==> src/rtl/inst_encoder_pkg.sv <==
// Shared encoding tables for the RV32I instruction encoder: request kinds, ALU op codes,
// opcodes, funct3 values and immediate range limits (the limits are used only with ENC_RANGE_CHECK_EN).
package inst_encoder_pkg;

   localparam int XLEN     = 32;
   localparam int REG_W    = 5;
   localparam int ALU_OP_W = 4;

   typedef enum logic [1:0] {
      ENC_KIND_BRANCH  = 2'd0,
      ENC_KIND_ALU_IMM = 2'd1,
      ENC_KIND_ALU_REG = 2'd2,
      ENC_KIND_ECALL   = 2'd3
   } enc_kind_e;

   // Arithmetic/logic ops first; the six branch compares share the same code space.
   typedef enum logic [ALU_OP_W-1:0] {
      ALU_OP_ADD  = 4'd0,
      ALU_OP_SUB  = 4'd1,
      ALU_OP_SLL  = 4'd2,
      ALU_OP_SLT  = 4'd3,
      ALU_OP_SLTU = 4'd4,
      ALU_OP_XOR  = 4'd5,
      ALU_OP_SRL  = 4'd6,
      ALU_OP_SRA  = 4'd7,
      ALU_OP_OR   = 4'd8,
      ALU_OP_AND  = 4'd9,
      ALU_OP_EQ   = 4'd10,
      ALU_OP_NE   = 4'd11,
      ALU_OP_LT   = 4'd12,
      ALU_OP_GE   = 4'd13,
      ALU_OP_LTU  = 4'd14,
      ALU_OP_GEU  = 4'd15
   } alu_op_e;

   localparam logic [6:0] OPC_BRANCH = 7'b1100011;
   localparam logic [6:0] OPC_OP_IMM = 7'b0010011;
   localparam logic [6:0] OPC_OP     = 7'b0110011;
   localparam logic [6:0] OPC_SYSTEM = 7'b1110011;

   localparam logic [2:0] F3_BEQ  = 3'b000;
   localparam logic [2:0] F3_BNE  = 3'b001;
   localparam logic [2:0] F3_BLT  = 3'b100;
   localparam logic [2:0] F3_BGE  = 3'b101;
   localparam logic [2:0] F3_BLTU = 3'b110;
   localparam logic [2:0] F3_BGEU = 3'b111;

   localparam logic [2:0] F3_ADD_SUB = 3'b000;
   localparam logic [2:0] F3_SLL     = 3'b001;
   localparam logic [2:0] F3_SLT     = 3'b010;
   localparam logic [2:0] F3_SLTU    = 3'b011;
   localparam logic [2:0] F3_XOR     = 3'b100;
   localparam logic [2:0] F3_SRL_SRA = 3'b101;
   localparam logic [2:0] F3_OR      = 3'b110;
   localparam logic [2:0] F3_AND     = 3'b111;

   localparam logic [XLEN-1:0] ECALL_WORD = {25'd0, OPC_SYSTEM};

   localparam int IMM_I_MIN  = -2048;
   localparam int IMM_I_MAX  = 2047;
   localparam int SHAMT_MAX  = 31;
   localparam int BR_OFF_MIN = -4096;
   localparam int BR_OFF_MAX = 4094;

   function automatic logic is_cmp_op(input alu_op_e op);
      return op inside {ALU_OP_EQ, ALU_OP_NE, ALU_OP_LT, ALU_OP_GE, ALU_OP_LTU, ALU_OP_GEU};
   endfunction

   function automatic logic is_shift_op(input alu_op_e op);
      return op inside {ALU_OP_SLL, ALU_OP_SRL, ALU_OP_SRA};
   endfunction

   function automatic logic [2:0] branch_f3(input alu_op_e op);
      case (op)
         ALU_OP_NE:  return F3_BNE;
         ALU_OP_LT:  return F3_BLT;
         ALU_OP_GE:  return F3_BGE;
         ALU_OP_LTU: return F3_BLTU;
         ALU_OP_GEU: return F3_BGEU;
         default:    return F3_BEQ;
      endcase
   endfunction

   function automatic logic [2:0] alu_f3(input alu_op_e op);
      case (op)
         ALU_OP_SLL:             return F3_SLL;
         ALU_OP_SLT:             return F3_SLT;
         ALU_OP_SLTU:            return F3_SLTU;
         ALU_OP_XOR:             return F3_XOR;
         ALU_OP_SRL, ALU_OP_SRA: return F3_SRL_SRA;
         ALU_OP_OR:              return F3_OR;
         ALU_OP_AND:             return F3_AND;
         default:                return F3_ADD_SUB;
      endcase
   endfunction

endpackage

==> src/rtl/inst_field_pack.sv <==
// Combinational packer: kind/alu_op/registers/immediate -> 32-bit RV32I word plus an unencodable flag.
// With ENC_RANGE_CHECK_EN defined, out-of-range immediates are flagged instead of truncated.
module inst_field_pack
   import inst_encoder_pkg::*;
(
   input  logic [1:0]          kind,
   input  logic [ALU_OP_W-1:0] alu_op,
   input  logic [REG_W-1:0]    rd,
   input  logic [REG_W-1:0]    rs1,
   input  logic [REG_W-1:0]    rs2,
   input  logic [XLEN-1:0]     imm,
   output logic [XLEN-1:0]     word,
   output logic                bad
);

   alu_op_e op;
   logic    sra_bit;
   logic    funct7_bit30;
   logic    br_range_bad;
   logic    i_range_bad;
   logic    sh_range_bad;

   assign op           = alu_op_e'(alu_op);
   assign sra_bit      = (op == ALU_OP_SRA);
   assign funct7_bit30 = (op == ALU_OP_SUB) || (op == ALU_OP_SRA);

`ifdef ENC_RANGE_CHECK_EN
   logic signed [XLEN-1:0] imm_s;
   assign imm_s        = imm;
   assign br_range_bad = (imm_s < BR_OFF_MIN) || (imm_s > BR_OFF_MAX);
   assign i_range_bad  = (imm_s < IMM_I_MIN) || (imm_s > IMM_I_MAX);
   assign sh_range_bad = (imm_s < 0) || (imm_s > SHAMT_MAX);
`else
   // Without range checking the upper immediate bits are simply dropped.
   logic unused_imm_hi;
   assign unused_imm_hi = ^imm[XLEN-1:13];
   assign br_range_bad  = 1'b0;
   assign i_range_bad   = 1'b0;
   assign sh_range_bad  = 1'b0;
`endif

   always_comb begin
      // NOTE: both outputs get a default before the case so no path leaves them unassigned (no latch).
      word = '0;
      bad  = 1'b0;
      case (enc_kind_e'(kind))
         ENC_KIND_BRANCH: begin
            bad  = !is_cmp_op(op) || imm[0] || br_range_bad;
            word = {imm[12], imm[10:5], rs2, rs1, branch_f3(op), imm[4:1], imm[11], OPC_BRANCH};
         end
         ENC_KIND_ALU_IMM: begin
            if (is_shift_op(op)) begin
               bad  = sh_range_bad;
               word = {1'b0, sra_bit, 5'd0, imm[4:0], rs1, alu_f3(op), rd, OPC_OP_IMM};
            end else begin
               bad  = is_cmp_op(op) || (op == ALU_OP_SUB) || i_range_bad;
               word = {imm[11:0], rs1, alu_f3(op), rd, OPC_OP_IMM};
            end
         end
         ENC_KIND_ALU_REG: begin
            bad  = is_cmp_op(op);
            word = {1'b0, funct7_bit30, 5'd0, rs2, rs1, alu_f3(op), rd, OPC_OP};
         end
         ENC_KIND_ECALL: begin
            word = ECALL_WORD;
         end
      endcase
   end

endmodule

==> src/rtl/inst_encoder.sv <==
// Streams packed RV32I words with byte addresses into instruction memory through one registered
// valid/ready stage. Optional macro ENC_RANGE_CHECK_EN enables immediate range errors in inst_field_pack.
module inst_encoder
   import inst_encoder_pkg::*;
#(
   parameter int unsigned ADDR_W    = 12,
   parameter int unsigned BASE_ADDR = 0
) (
   input  logic                clk,
   input  logic                rst,
   input  logic                in_valid,
   output logic                in_ready,
   input  logic [1:0]          in_kind,
   input  logic [ALU_OP_W-1:0] in_alu_op,
   input  logic [REG_W-1:0]    in_rd,
   input  logic [REG_W-1:0]    in_rs1,
   input  logic [REG_W-1:0]    in_rs2,
   input  logic [XLEN-1:0]     in_imm,
   output logic                out_valid,
   input  logic                out_ready,
   output logic [XLEN-1:0]     out_word,
   output logic [ADDR_W-1:0]   out_addr,
   output logic                err,
   output logic [15:0]         word_cnt
);

   localparam logic [ADDR_W-1:0] BASE      = ADDR_W'(BASE_ADDR);
   localparam logic [ADDR_W-1:0] ADDR_STEP = ADDR_W'(4);

   logic [XLEN-1:0]   pack_word;
   logic              pack_bad;
   logic              accept;
   logic              push;
   logic              pop;

   logic              out_valid_q, out_valid_d;
   logic [XLEN-1:0]   out_word_q,  out_word_d;
   logic [ADDR_W-1:0] out_addr_q,  out_addr_d;
   logic [15:0]       word_cnt_q,  word_cnt_d;
   logic              err_q,       err_d;

   inst_field_pack u_pack (
      .kind   (in_kind),
      .alu_op (in_alu_op),
      .rd     (in_rd),
      .rs1    (in_rs1),
      .rs2    (in_rs2),
      .imm    (in_imm),
      .word   (pack_word),
      .bad    (pack_bad)
   );

   // A word leaving this cycle frees the register, so a new request can land without a bubble.
   assign in_ready = !out_valid_q || out_ready;
   assign accept   = in_valid && in_ready;
   assign push     = accept && !pack_bad;
   assign pop      = out_valid_q && out_ready;

   always_comb begin
      out_valid_d = out_valid_q && !out_ready;
      out_word_d  = out_word_q;
      out_addr_d  = out_addr_q;
      word_cnt_d  = word_cnt_q;
      err_d       = accept && pack_bad;
      if (pop) begin
         out_addr_d = out_addr_q + ADDR_STEP;
         if (word_cnt_q != 16'hFFFF) begin
            word_cnt_d = word_cnt_q + 16'd1;
         end
      end
      if (push) begin
         out_valid_d = 1'b1;
         out_word_d  = pack_word;
      end
   end

   always_ff @(posedge clk) begin
      // NOTE: non-blocking assignments so every flop samples the pre-edge values of the others.
      if (rst) begin
         out_valid_q <= 1'b0;
         out_word_q  <= '0;
         out_addr_q  <= BASE;
         word_cnt_q  <= '0;
         err_q       <= 1'b0;
      end else begin
         out_valid_q <= out_valid_d;
         out_word_q  <= out_word_d;
         out_addr_q  <= out_addr_d;
         word_cnt_q  <= word_cnt_d;
         err_q       <= err_d;
      end
   end

   assign out_valid = out_valid_q;
   assign out_word  = out_word_q;
   assign out_addr  = out_addr_q;
   assign word_cnt  = word_cnt_q;
   assign err       = err_q;

endmodule

==> config.mk <==
export PLATFORM = sky130hd
export DESIGN_NAME = inst_encoder
export DESIGN_NICKNAME = d
export VERILOG_FILES = /design/src/rtl/inst_encoder_pkg.sv /design/src/rtl/inst_field_pack.sv /design/src/rtl/inst_encoder.sv
export SDC_FILE = /design/constraint.sdc
export NUM_CORES = 1
export LEC_CHECK = 0
export ABC_AREA = 0
export CORE_UTILIZATION = 50
export DETAILED_ROUTE_END_ITERATION = 10
export DONT_BUFFER_PORTS = 1
export PLACE_DENSITY = 0.61
export RECOVER_POWER = 25
export SETUP_SLACK_MARGIN = 0.2
export SLEW_MARGIN = 20
export SYNTH_ARGS = -nofsm -noshare
export SYNTH_HDL_FRONTEND = slang
export SYNTH_HIERARCHICAL = 1
export SYNTH_SLANG_ARGS = --single-unit
==> constraint.sdc <==
create_clock -name clk -period 7.3 [get_ports clk]
set_clock_uncertainty 0.15 [all_clocks]
set_input_delay 2.19 -clock clk [delete_from_list [all_inputs] [get_ports clk]]
set_output_delay 2.19 -clock clk [all_outputs]
set_load 0.05 [all_outputs]
==> tab_implementation.tex, run 1 <==
% Generated from flow reports
\begin{tabular}{lr}
\hline
Metric & Value \\
\hline
\multicolumn{2}{l}{\textbf{Final layout}} \\
Max FFs per register & 32 \\
Comb area share & 50.9\% \\
Clock-cell share & 7.67\% \\
Number of logic gates & 283 \\
Combined area of the multi-input logic cells & 0.00165 mm² \\
Post-layout net count & 431 \\
Filler Cells Inserted & 602 \\
Proportion of cell area occupied by registers & 37.0\% \\
Inverter count & 11 \\
Fraction of layout cells with a size suffix above 1 & 8.09\% \\
Largest cell class & logic gates \\
Bufs w/o clock & 1 \\
\multicolumn{2}{l}{\textbf{Worst setup path}} \\
Critical Path Source Type & primary input \\
Reg-to-reg endpoint & word\_cnt[14]\$\_SDFFE\_PP0P\_ \\
First element of the critical path & out\_ready \\
Critical-path cell list & nor2b\_1 -> inv\_1 \\
R2r worst-path depth & 5 \\
Reg2Reg Launch Point & word\_cnt[1]\$\_SDFFE\_PP0P\_ \\
Buffers and inverters on the worst path & 1 \\
Worst setup slack for register-to-register paths & 3.77 ns \\
Depth of the critical timing path with buffers and inverters included & 2 \\
Slowest CP cell & sky130\_fd\_sc\_hd\_\_inv\_1 \\
Critical Setup Path Class & in2out \\
Worst EP arrival & 2.68 ns \\
\multicolumn{2}{l}{\textbf{Yosys}} \\
Yosys xor share & 2.58\% \\
Average instance area after synthesis & 8.09 µm² \\
Most frequent cells after synthesis & sky130\_fd\_sc\_hd\_\_nand2\_1 (79), sky130\_fd\_sc\_hd\_\_dfxtp\_1 (60), sky130\_fd\_sc\_hd\_\_a21oi\_1 (46) \\
Top\_reg\_cell synth & sky130\_fd\_sc\_hd\_\_dfxtp\_1 \\
Fraction of post-synthesis cell area in the top cell type by area & 39.3\% \\
Cells in synth\_stat.txt & 378 \\
Post-synth area hogs & sky130\_fd\_sc\_hd\_\_dfxtp\_1 (39\%), sky130\_fd\_sc\_hd\_\_nand2\_1 (9.7\%), sky130\_fd\_sc\_hd\_\_a21oi\_1 (7.5\%) \\
Most frequent cell after synthesis & sky130\_fd\_sc\_hd\_\_nand2\_1 \\
Yosys reg bits & 60 \\
Warnings from Yosys & 6 \\
Adder-cell area share of the yosys netlist & 3.27\% \\
Synth Cell Area & 0.00306 mm² \\
Area fraction in compound gates & 19.1\% \\
Number of cells produced by synthesis & 378 \\
\multicolumn{2}{l}{\textbf{Final timing}} \\
Actual transition at the worst max-transition pin & 1.77 ns \\
Pins over their slew limit & 15 \\
Final-layout worst hold slack & 0.548 ns \\
Max Freq & 199 MHz \\
Final hold violations & 0 \\
Max-Slew Margin vs Limit & -19.1\% \\
Sum of negative setup slack & 0 ns \\
Final min period & 5.02 ns \\
Final number of setup-violating endpoints & 0 \\
\multicolumn{2}{l}{\textbf{Route}} \\
Detail-routed net length per standard cell & 15.7 µm \\
Drt first pass iters & 4 \\
Top sig layer & met4 \\
Met3 routed wirelength & 549 µm \\
DRC viols & 0 \\
Number of violations reported at the end of detailed-routing iteration 0 & 72 \\
\multicolumn{2}{l}{\textbf{CTS}} \\
Master cell of the clock root buffer & sky130\_fd\_sc\_hd\_\_clkbuf\_8 \\
CTS tree & yes \\
Number of sinks handled by clock tree synthesis & 60 \\
Post-cts hold buffer count & 0 \\
Insertion Delay late pin & 0.33 ns \\
Total number of H-tree levels & 3 \\
\multicolumn{2}{l}{\textbf{Floorplanning}} \\
I/O Pins & 120 \\
Area of the core region & 0.00592 mm² \\
Floorplan utilization & 51.6\% \\
Die height & 80.2 µm \\
Number of tap cells inserted & 75 \\
Floorplan die area & 0.00643 mm² \\
FP Rows & 28 \\
\multicolumn{2}{l}{\textbf{Hold path}} \\
Hold Path Class & reg2reg \\
\multicolumn{2}{l}{\textbf{Global routing}} \\
Total global routing overflow & 0 \\
Number of antenna violations at the first check in global routing & 0 \\
Vias in the first global route & 2,276 \\
Global-route wire length before repair & 10,900 µm \\
\multicolumn{2}{l}{\textbf{Outcome}} \\
Violations in the final reports & capacitance limit, slew limit \\
Result of the run & complete, but fails checks \\
\multicolumn{2}{l}{\textbf{Place}} \\
GPL Wtd Cong & 0.766 \\
Detailed-placement wirelength estimate & 4670 µm \\
\multicolumn{2}{l}{\textbf{Power and ir drop}} \\
Power, Total & 0.816 mW \\
Lkg Pwr & 1.17 nW \\
Sequential fraction of design power & 47.1\% \\
Clk pwr & 0.372 mW \\
Cell-internal power & 0.596 mW \\
\multicolumn{2}{l}{\textbf{Flow run}} \\
Count of max-cap constraint violations & 1 \\
\hline
\end{tabular}
## run 1: layout by cell type (no fill, tap or decap), drive strengths merged, types with 2 or more instances in the layout
| cell | n |
|---|---|
| and3 | 3 |
| mux2 | 3 |
| o31ai | 5 |
| o21ai | 13 |
| a21boi | 5 |
| nor2 | 16 |
| xor2 | 6 |
| o211ai | 2 |
| and4 | 5 |
| clkinv | 3 |
| a22o | 9 |
| nor3b | 2 |
| or2 | 4 |
| clkbuf | 10 |
| bufinv | 3 |
| conb | 6 |
| nor2b | 13 |
| xnor2 | 3 |
| nor4 | 5 |
| a21oi | 46 |
| inv | 10 |
| or4 | 4 |
| dfxtp | 60 |
| nor3 | 2 |
| o21a | 3 |
| nand2 | 79 |
| ha | 8 |
| a31oi | 2 |
| nand4 | 10 |
| or3 | 6 |
| nand3 | 9 |
## run 1: stage by stage
stage | setup slack, ns | utilization (%)
3_5_place_dp | 2.27 | 51.2
5_1_grt | 2.23 | 54.8
4_1_cts | 2.26 | 55.4
6_report | 2.28 | 54.8
2_1_floorplan | 2.39 | -
3_3_place_gp | 2.30 | 51.2
## run 1: worst min path at each step
stage          slack (ns)  depth (start not counted)                      start                        end
4_1_cts              0.55                          2   out_word[2]$_SDFFE_PP0P_   out_word[2]$_SDFFE_PP0P_
3_5_place_dp         0.54                          2   out_word[2]$_SDFFE_PP0P_   out_word[2]$_SDFFE_PP0P_
6_report             0.55                          2   out_word[2]$_SDFFE_PP0P_   out_word[2]$_SDFFE_PP0P_
3_3_place_gp         0.53                          2   out_word[2]$_SDFFE_PP0P_   out_word[2]$_SDFFE_PP0P_
2_1_floorplan        0.52                          2  out_word[17]$_SDFFE_PP0P_  out_word[17]$_SDFFE_PP0P_
5_1_grt              0.57                          2  out_word[12]$_SDFFE_PP0P_  out_word[12]$_SDFFE_PP0P_
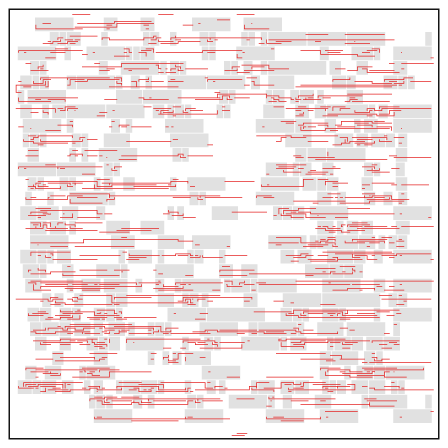
Figure 1: run 1, M1 wires.
Cells faint in the background.
The layer carries 3,090 µm of wire. The longest straight run is 25.8 µm.
GR met1 Demand/Resource: 27.1%
detailed-route via count: 2,561

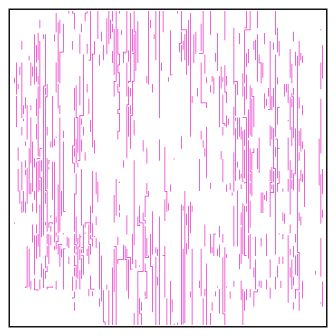
Figure 2: run 1, metal 2.
The layer carries 3,280 µm of wire. The longest straight run is 49.8 µm. 322 nets have wire on it. The wires run mostly vertical.
Final Routed Wirelength: 6990 µm
routing usage on met2: 35.9%

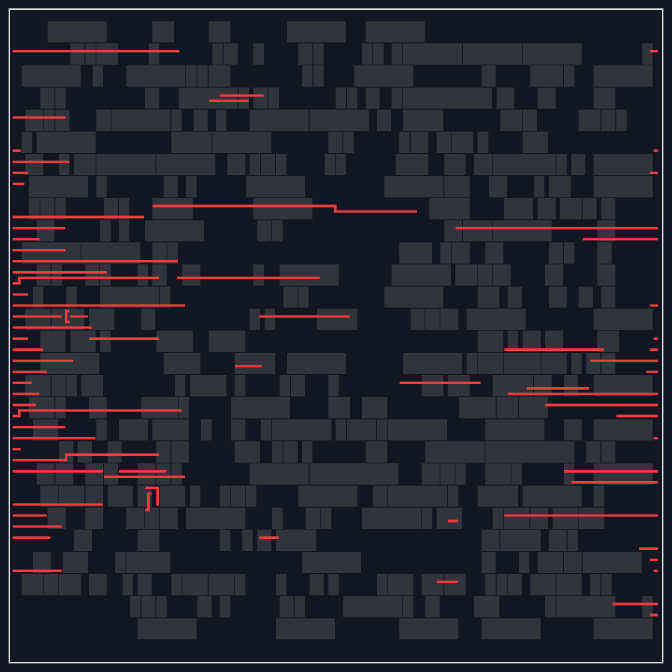
Figure 3: run 1, metal 3.
Cells faint in the background.
69 nets have wire on it. The layer carries 550 µm of wire. The layer holds 7.9% of the routed length. The wires run mostly horizontal. The longest straight run is 24.6 µm.
met3 layer usage reported by global route: 8.75%

Figure 4. Sequential cells grouped by signal name (run 1).
The bar under the picture is 20 µm long. Other sequential cells in the stronger grey, the rest of the logic in the fainter grey.
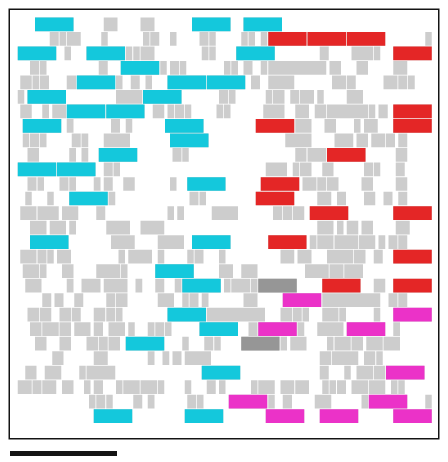

==> run 1 -> run 2 <==
PLACE_DENSITY = 0.64   (was 0.61)
clock period = 4.4 ns   (was 7.3 ns; I/O delays follow)
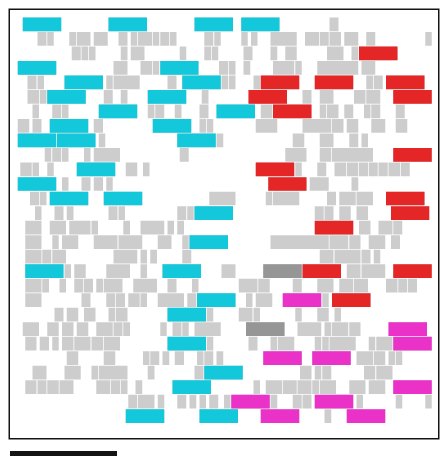
Figure 5: run 2, sequential cells grouped by signal name.
The bar under the picture is 20 µm long. Other sequential cells in the stronger grey, the rest of the logic in the fainter grey.
Key: word_cnt = red [sequential cells 16]; out_addr = magenta [sequential cells 10]; out_word = cyan [sequential cells 32]
fin util: 54.1%
proportion of cell area occupied by registers: 37.5%

==> run 2 against run 1 <==
Effect of this change: cell area down 1.3%; highest routed layer unchanged; the flow now finishes without violations; die size is the same; sequential power grew 66%; critical path depth increased by 7; critical endpoint is now out_word[27]$_SDFFE_PP0P_; routed wire length is 2.6% lower; sequential cell count stayed put; first-iteration DRC count grew 60%; synthesized cell count did not move; sequential share of layout area rose by 0.49 points; final cell count rose by 0.22%; register-to-register slack got worse by 2.2 ns.
==> tab_implementation.tex, run 2 <==
% Generated from flow reports
\begin{tabular}{lr}
\hline
Metric & Value \\
\hline
\multicolumn{2}{l}{\textbf{Outcome}} \\
Result of the run & completed \\
\multicolumn{2}{l}{\textbf{Floorplanning}} \\
FP Rows & 28 (unchanged) \\
Area of the core region & 0.00592 mm² (unchanged) \\
Floorplan die area & 0.00643 mm² (unchanged) \\
Die height & 80.2 µm (unchanged) \\
\multicolumn{2}{l}{\textbf{Yosys}} \\
Warnings from Yosys & 6 (unchanged) \\
Post-synth area hogs & sky130\_fd\_sc\_hd\_\_dfxtp\_1 (39\%), sky130\_fd\_sc\_hd\_\_nand2\_1 (9.7\%), sky130\_fd\_sc\_hd\_\_a21oi\_1 (7.5\%) \\
Synth Cell Area & 0.00306 mm² (unchanged) \\
Most frequent cells after synthesis & sky130\_fd\_sc\_hd\_\_nand2\_1 (79), sky130\_fd\_sc\_hd\_\_dfxtp\_1 (60), sky130\_fd\_sc\_hd\_\_a21oi\_1 (46) \\
Number of cells produced by synthesis & 378 (unchanged) \\
\multicolumn{2}{l}{\textbf{Worst setup path}} \\
Reg-to-reg endpoint & word\_cnt[15]\$\_SDFFE\_PP0P\_ \\
Worst EP arrival & 3.39 ns (+0.71 ns) \\
R2r worst-path depth & 5 (unchanged) \\
Critical-path cell list & inv\_1 -> ha\_1 -> nor2\_1 -> or2\_0 -> a31oi\_1 -> or3\_1 -> buf\_4 -> nand2\_1 -> a21oi\_1 \\
Reg2Reg Launch Point & word\_cnt[0]\$\_SDFFE\_PP0P\_ \\
Critical Setup Path Class & in2reg \\
\multicolumn{2}{l}{\textbf{Route}} \\
DRC viols & 0 (unchanged) \\
Detailed-route via count & 2,514 (-1.8\%) \\
Final Routed Wirelength & 6810 µm (-2.6\%) \\
Drt first pass iters & 4 (unchanged) \\
Number of violations reported at the end of detailed-routing iteration 0 & 115 (+60\%) \\
Top sig layer & met4 \\
Detail-routed net length per standard cell & 15.2 µm (-2.8\%) \\
Met3 routed wirelength & 560 µm (+2.0\%) \\
\multicolumn{2}{l}{\textbf{Final timing}} \\
Final min period & 3.28 ns \\
Sum of negative setup slack & 0 ns (unchanged) \\
Max Freq & 305 MHz \\
Final number of setup-violating endpoints & 0 (unchanged) \\
Final hold violations & 0 (unchanged) \\
Max-Slew Margin vs Limit & 47.0\% (+66 points) \\
Pins over their slew limit & 0 (-15) \\
Final-layout worst hold slack & 0.540 ns (-0.00801 ns) \\
Post-route worst setup slack & 1.12 ns (-1.15 ns) \\
\multicolumn{2}{l}{\textbf{Global routing}} \\
GR met1 Demand/Resource & 26.8\% (-0.31 points) \\
Vias in the first global route & 2,194 (-3.6\%) \\
Number of antenna violations at the first check in global routing & 0 (unchanged) \\
\multicolumn{2}{l}{\textbf{CTS}} \\
CTS tree & yes \\
Number of sinks handled by clock tree synthesis & 60 (unchanged) \\
Insertion Delay late pin & 0.33 ns (about the same) \\
Post-cts hold buffer count & 0 (unchanged) \\
Master cell of the clock root buffer & sky130\_fd\_sc\_hd\_\_clkbuf\_8 \\
Total number of H-tree levels & 3 (unchanged) \\
\multicolumn{2}{l}{\textbf{Power and ir drop}} \\
Power, Total & 1.21 mW (+48\%) \\
Sequential fraction of design power & 52.6\% (+5.5 points) \\
Cell-internal power & 0.856 mW (+44\%) \\
Clk pwr & 0.476 mW (+28\%) \\
Lkg Pwr & 1.17 nW (-0.69\%) \\
\multicolumn{2}{l}{\textbf{Final layout}} \\
Most common cell after layout, fill and taps aside & sky130\_fd\_sc\_hd\_\_nand2\_1 \\
Max FFs per register & 32 (unchanged) \\
Most frequent logic cells in the routed design & sky130\_fd\_sc\_hd\_\_nand2\_1 (79), sky130\_fd\_sc\_hd\_\_dfxtp\_1 (60), sky130\_fd\_sc\_hd\_\_a21oi\_1 (46) \\
\multicolumn{2}{l}{\textbf{Place}} \\
Detailed-placement wirelength estimate & 4640 µm (-0.56\%) \\
\multicolumn{2}{l}{\textbf{Hold path}} \\
Number of cells on the worst hold path & 2 (unchanged) \\
Hold Path Class & reg2reg \\
\multicolumn{2}{l}{\textbf{Flow run}} \\
Count of max-cap constraint violations & 0 (-1) \\
\hline
\end{tabular}
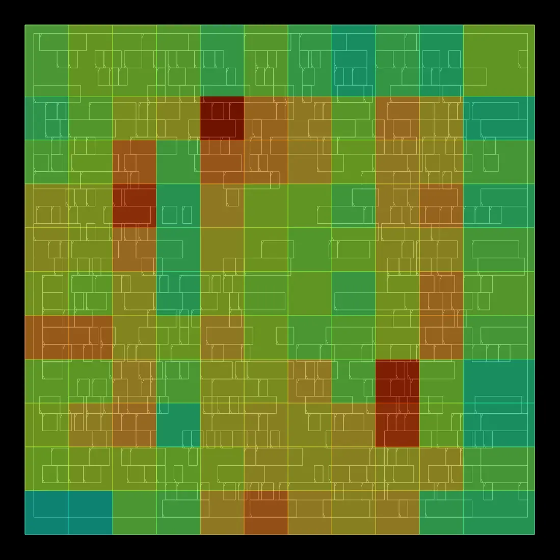
Figure 6: run 2, congestion heat map.
routing usage on met2: 32.8%
busiest layer in global routing: met2
met3 layer usage reported by global route: 9.89%

[run 2: cell counts after synthesis]
No cell type changed its count.
[run 2: logic make-up (layout without fill, tap and decap cells)]
family	Yosys count	in the layout	synth area share, %
and+or+nand+nor	163	163	28.2
muxes	3	3	1.10
adders and majority gates	8	8	3.27
xor gates and xnor gates	9	9	2.58
DFF	60	60	39.3
other	3	6	0.368
AOI/OAI and AO/OA	94	94	19.1
buffers and inverters	38	29	6.10
[run 2: how the worst min path moves through the flow]
stage | to | slack [ns] | from
after CTS | out_word[1]$_SDFFE_PP0P_ | 0.54 | out_word[1]$_SDFFE_PP0P_
after detailed placement | out_word[1]$_SDFFE_PP0P_ | 0.53 | out_word[1]$_SDFFE_PP0P_
after global routing | out_word[21]$_SDFFE_PP0P_ | 0.56 | out_word[21]$_SDFFE_PP0P_
after floorplan | out_word[17]$_SDFFE_PP0P_ | 0.52 | out_word[17]$_SDFFE_PP0P_
final | out_word[1]$_SDFFE_PP0P_ | 0.54 | out_word[1]$_SDFFE_PP0P_
after global placement | out_word[27]$_SDFFE_PP0P_ | 0.53 | out_word[27]$_SDFFE_PP0P_
[run 2: worst max-delay path, delay by kind of cell]
family                     cells  cell delay [ns]
adders and majority gates      1             0.36
AOI/OAI and AO/OA              2             0.50
and+or+nand+nor                4             0.77
buffers and inverters          2             0.43
[run 2: through the flow]
stage / util [%] / cell area [µm²]
after global placement: 51.3 / 3040
after detailed placement: 51.3 / 3040
final: 54.1 / 3200
after CTS: 54.4 / 3220
after floorplan: - / 3070
after global routing: 54.1 / 3200
[run 2: layout make-up]
cell class                 instances  area [µm²]
fill                             596        2720
multi-input combinational        283        1670
sequential                        60        1200
clock buffer                      11         131
tap                               75        93.8
clock inverter                     5        52.6
inverter                          11        41.3
timing repair buffer               2        15.0
Figure 7. M1 wires (run 2).
Cells faint in the background.
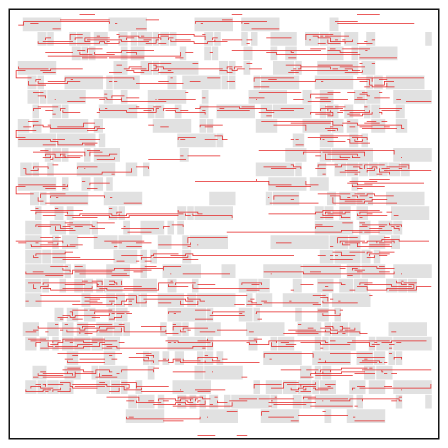

==> run 2 -> run 3 <==
clock period = 2.8 ns   (was 4.4 ns; I/O delays follow)
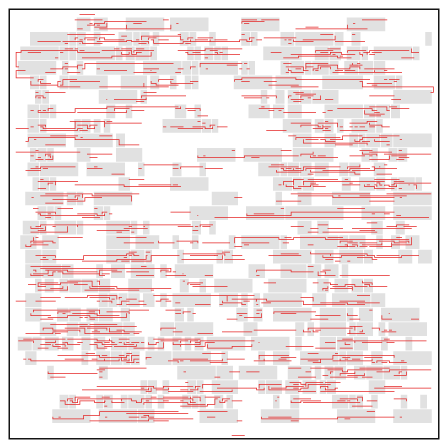
Figure 8: run 3, M1 wires.
Cells faint in the background.
The longest straight run is 40.0 µm. 392 nets have wire on it. The wires run mostly horizontal.
Final Routed Wirelength: 7020 µm
detailed-route via count: 2,612
GR met1 Demand/Resource: 27.0%

==> run 3 against run 2 <==
Effect of this change: core utilization is 2.7 points higher; register-to-register slack got worse by 1.2 ns; sequential power increased by 56%; non-clock buffer count increased by 18; area after synthesis unchanged; clock power grew 66%; worst hold slack worse by 0.18 ns; highest routed layer unchanged; critical endpoint is now in_ready; die size stayed put; power grew 62%; first-iteration DRC count down 9.6%.
==> tab_implementation.tex, run 3 <==
% Generated from flow reports
\begin{tabular}{lr}
\hline
Metric & Value \\
\hline
\multicolumn{2}{l}{\textbf{Outcome}} \\
Result of the run & completed \\
\multicolumn{2}{l}{\textbf{CTS}} \\
Number of sinks handled by clock tree synthesis & 60 (unchanged) \\
Post-cts hold buffer count & 0 (unchanged) \\
Post-CTS Setup Bufs & 0 \\
Insertion Delay late pin & 0.34 ns (about the same) \\
Master cell of the clock root buffer & sky130\_fd\_sc\_hd\_\_clkbuf\_8 \\
\# resized after CTS & 0 \\
CTS tree & yes \\
Total number of H-tree levels & 3 (unchanged) \\
\multicolumn{2}{l}{\textbf{Yosys}} \\
Synth Cell Area & 0.00306 mm² (unchanged) \\
Warnings from Yosys & 6 (unchanged) \\
Adder-cell area share of the yosys netlist & 3.27\% (unchanged) \\
Post-synth area hogs & sky130\_fd\_sc\_hd\_\_dfxtp\_1 (39\%), sky130\_fd\_sc\_hd\_\_nand2\_1 (9.7\%), sky130\_fd\_sc\_hd\_\_a21oi\_1 (7.5\%) \\
Most frequent cells after synthesis & sky130\_fd\_sc\_hd\_\_nand2\_1 (79), sky130\_fd\_sc\_hd\_\_dfxtp\_1 (60), sky130\_fd\_sc\_hd\_\_a21oi\_1 (46) \\
Number of cells produced by synthesis & 378 (unchanged) \\
Top cell type by total area after synthesis & sky130\_fd\_sc\_hd\_\_dfxtp\_1 \\
Synthesized-area fraction occupied by and/or/nand/nor cells & 28.2\% (unchanged) \\
Portion of netlist area occupied by mux cells & 1.10\% (unchanged) \\
Logic family by area & simple AND/OR/NAND/NOR gates \\
Fraction of post-synthesis cell area in the top cell type by area & 39.3\% \\
Area fraction in compound gates & 19.1\% (unchanged) \\
Yosys xor share & 2.58\% (unchanged) \\
\multicolumn{2}{l}{\textbf{Worst setup path}} \\
Critical-path cell list & buf\_4 -> nor2b\_1 -> inv\_1 \\
R2r worst-path depth & 6 (+1) \\
Reg2Reg Launch Point & word\_cnt[7]\$\_SDFFE\_PP0P\_ \\
Reg-to-reg endpoint & word\_cnt[1]\$\_SDFFE\_PP0P\_ \\
Peak per-stage delay on the critical path & 0.31 ns \\
Critical Setup Path Class & reg2out \\
Worst EP arrival & 1.47 ns (-1.92 ns) \\
\multicolumn{2}{l}{\textbf{Floorplanning}} \\
FP Rows & 28 (unchanged) \\
Die height & 80.2 µm (unchanged) \\
Die span in x & 80.2 µm \\
Area of the core region & 0.00592 mm² (unchanged) \\
Floorplan die area & 0.00643 mm² (unchanged) \\
\multicolumn{2}{l}{\textbf{Place}} \\
Setup slack after placement & 0.0990 ns \\
Detailed-placement wirelength estimate & 4910 µm (+5.9\%) \\
Cell Area, Placed & 0.00319 mm² (+4.9\%) \\
\multicolumn{2}{l}{\textbf{Final timing}} \\
Final min period & 2.46 ns \\
Sum of negative setup slack & 0 ns (unchanged) \\
Max Freq & 406 MHz \\
Post-route worst setup slack & 0.337 ns (-0.786 ns) \\
Max-Slew Margin vs Limit & 44.0\% (-3.0 points) \\
Final number of setup-violating endpoints & 0 (unchanged) \\
Pins over their slew limit & 0 (unchanged) \\
Final hold violations & 0 (unchanged) \\
Final-layout worst hold slack & 0.361 ns (-0.178 ns) \\
\multicolumn{2}{l}{\textbf{Flow run}} \\
Count of max-cap constraint violations & 0 (unchanged) \\
\multicolumn{2}{l}{\textbf{Hold path}} \\
Hold Path Class & reg2reg \\
Number of cells on the worst hold path & 2 (unchanged) \\
Worst hold path startpoint & word\_cnt[7]\$\_SDFFE\_PP0P\_ \\
Hold endpoint & word\_cnt[7]\$\_SDFFE\_PP0P\_ \\
\multicolumn{2}{l}{\textbf{Final layout}} \\
Final standard cell area without fillers & 0.00336 mm² (+4.9\%) \\
Most common cell after layout, fill and taps aside & sky130\_fd\_sc\_hd\_\_nand2\_1 \\
Most frequent logic cells in the routed design & sky130\_fd\_sc\_hd\_\_nand2\_1 (79), sky130\_fd\_sc\_hd\_\_dfxtp\_1 (60), sky130\_fd\_sc\_hd\_\_a21oi\_1 (46) \\
Max FFs per register & 32 (unchanged) \\
\multicolumn{2}{l}{\textbf{Route}} \\
Detail-routed net length per standard cell & 15.1 µm (-0.81\%) \\
Drt first pass iters & 5 (+1) \\
DRC viols & 0 (unchanged) \\
Number of violations reported at the end of detailed-routing iteration 0 & 104 (-9.6\%) \\
\multicolumn{2}{l}{\textbf{Power and ir drop}} \\
Lkg Pwr & 1.26 nW (+8.4\%) \\
Worst voltage drop across the vdd grid & 0.000344 V \\
\multicolumn{2}{l}{\textbf{Global routing}} \\
Vias in the first global route & 2,283 (+4.1\%) \\
Number of antenna violations at the first check in global routing & 0 (unchanged) \\
Met3 layer usage reported by global route & 8.07\% (-1.8 points) \\
Routing usage on met2 & 35.0\% (+2.1 points) \\
Busiest layer in global routing & met2 \\
Global-route usage over all layers & 22.2\% \\
\hline
\end{tabular}
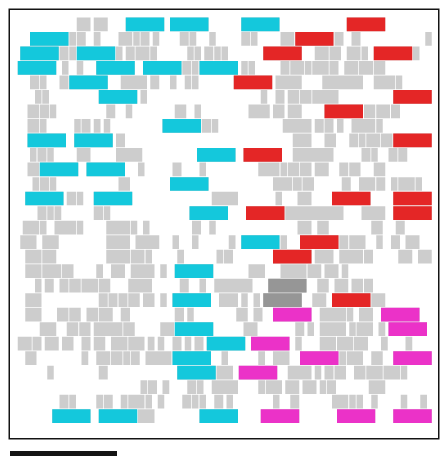
Figure 9: run 3, sequential cells grouped by signal name.
The bar under the picture is 20 µm long. Other sequential cells in the stronger grey, the rest of the logic in the fainter grey.
Key: word_cnt = red [sequential cells 16]; out_word = cyan [sequential cells 32]; out_addr = magenta [sequential cells 10, where bottom right]
Another 2 sequential cells are not coloured.
FF+latch area: 0.00120 mm²
fin util: 56.8%
reported sequential group power: 0.992 mW
proportion of cell area occupied by registers: 35.7%

==> run 3: worst max-delay path: cells and delay by family, from the launching register on <==
family / cells / cell delay [ns]
flops: 1 / 0.31
simple gates: 1 / 0.31
buf+inv: 2 / 0.52
==> run 3: power by group <==
part           internal (mW)  switching [mW]
combinational         0.0667           0.109
clock                  0.433           0.358
sequential             0.881           0.111
total                   1.38           0.577
==> run 3: worst max path at each step <==
| stage | slack [ns] | to | cells past startpoint | start |
|---|---|---|---|---|
| 2_1_floorplan | 0.22 | out_word[3]$_SDFFE_PP0P_ | 10 | in_kind[1] |
| 3_3_place_gp | 0.16 | out_word[15]$_SDFFE_PP0P_ | 9 | in_kind[1] |
| 3_5_place_dp | 0.1 | out_word[3]$_SDFFE_PP0P_ | 9 | in_kind[1] |
| 4_1_cts | 0.31 | in_ready | 3 | out_valid$_SDFF_PP0_ |
| 5_1_grt | 0.24 | in_ready | 3 | out_valid$_SDFF_PP0_ |
| 6_report | 0.34 | in_ready | 3 | out_valid$_SDFF_PP0_ |
==> run 3: final cells by class <==
type,count,area (µm²)
clock buffers,10,138
multi-input cells,283,1690
clock inverters,6,63.8
fillers,574,2560
flip-flops and latches,60,1200
well taps,75,93.8
repair buffers,20,136
inverters,11,41.3
==> run 3: through the flow <==
step                      std cells  total power, mW
after detailed placement        449             1.19
final                           465             1.96
after floorplan                 381             1.17
after global routing            465             2.03
after global placement          449             1.19
after CTS                       465             1.98
==> run 3: cells by family after synthesis <==
group | after synthesis
simple gates | 163
compound gates | 94
flops | 60
buf+inv | 38
xor+xnor | 9
fa+ha+maj | 8
other cells | 3
mux | 3
==> run 3: per-layer routing <==
layer	part of all wire, %	vias to the layer above
met3	7.5	11
met5	0	-
li1	-	1319
met4	1.9	0
met2	46	103
met1	44	1179
Power is estimated from default activity; no workload was simulated.
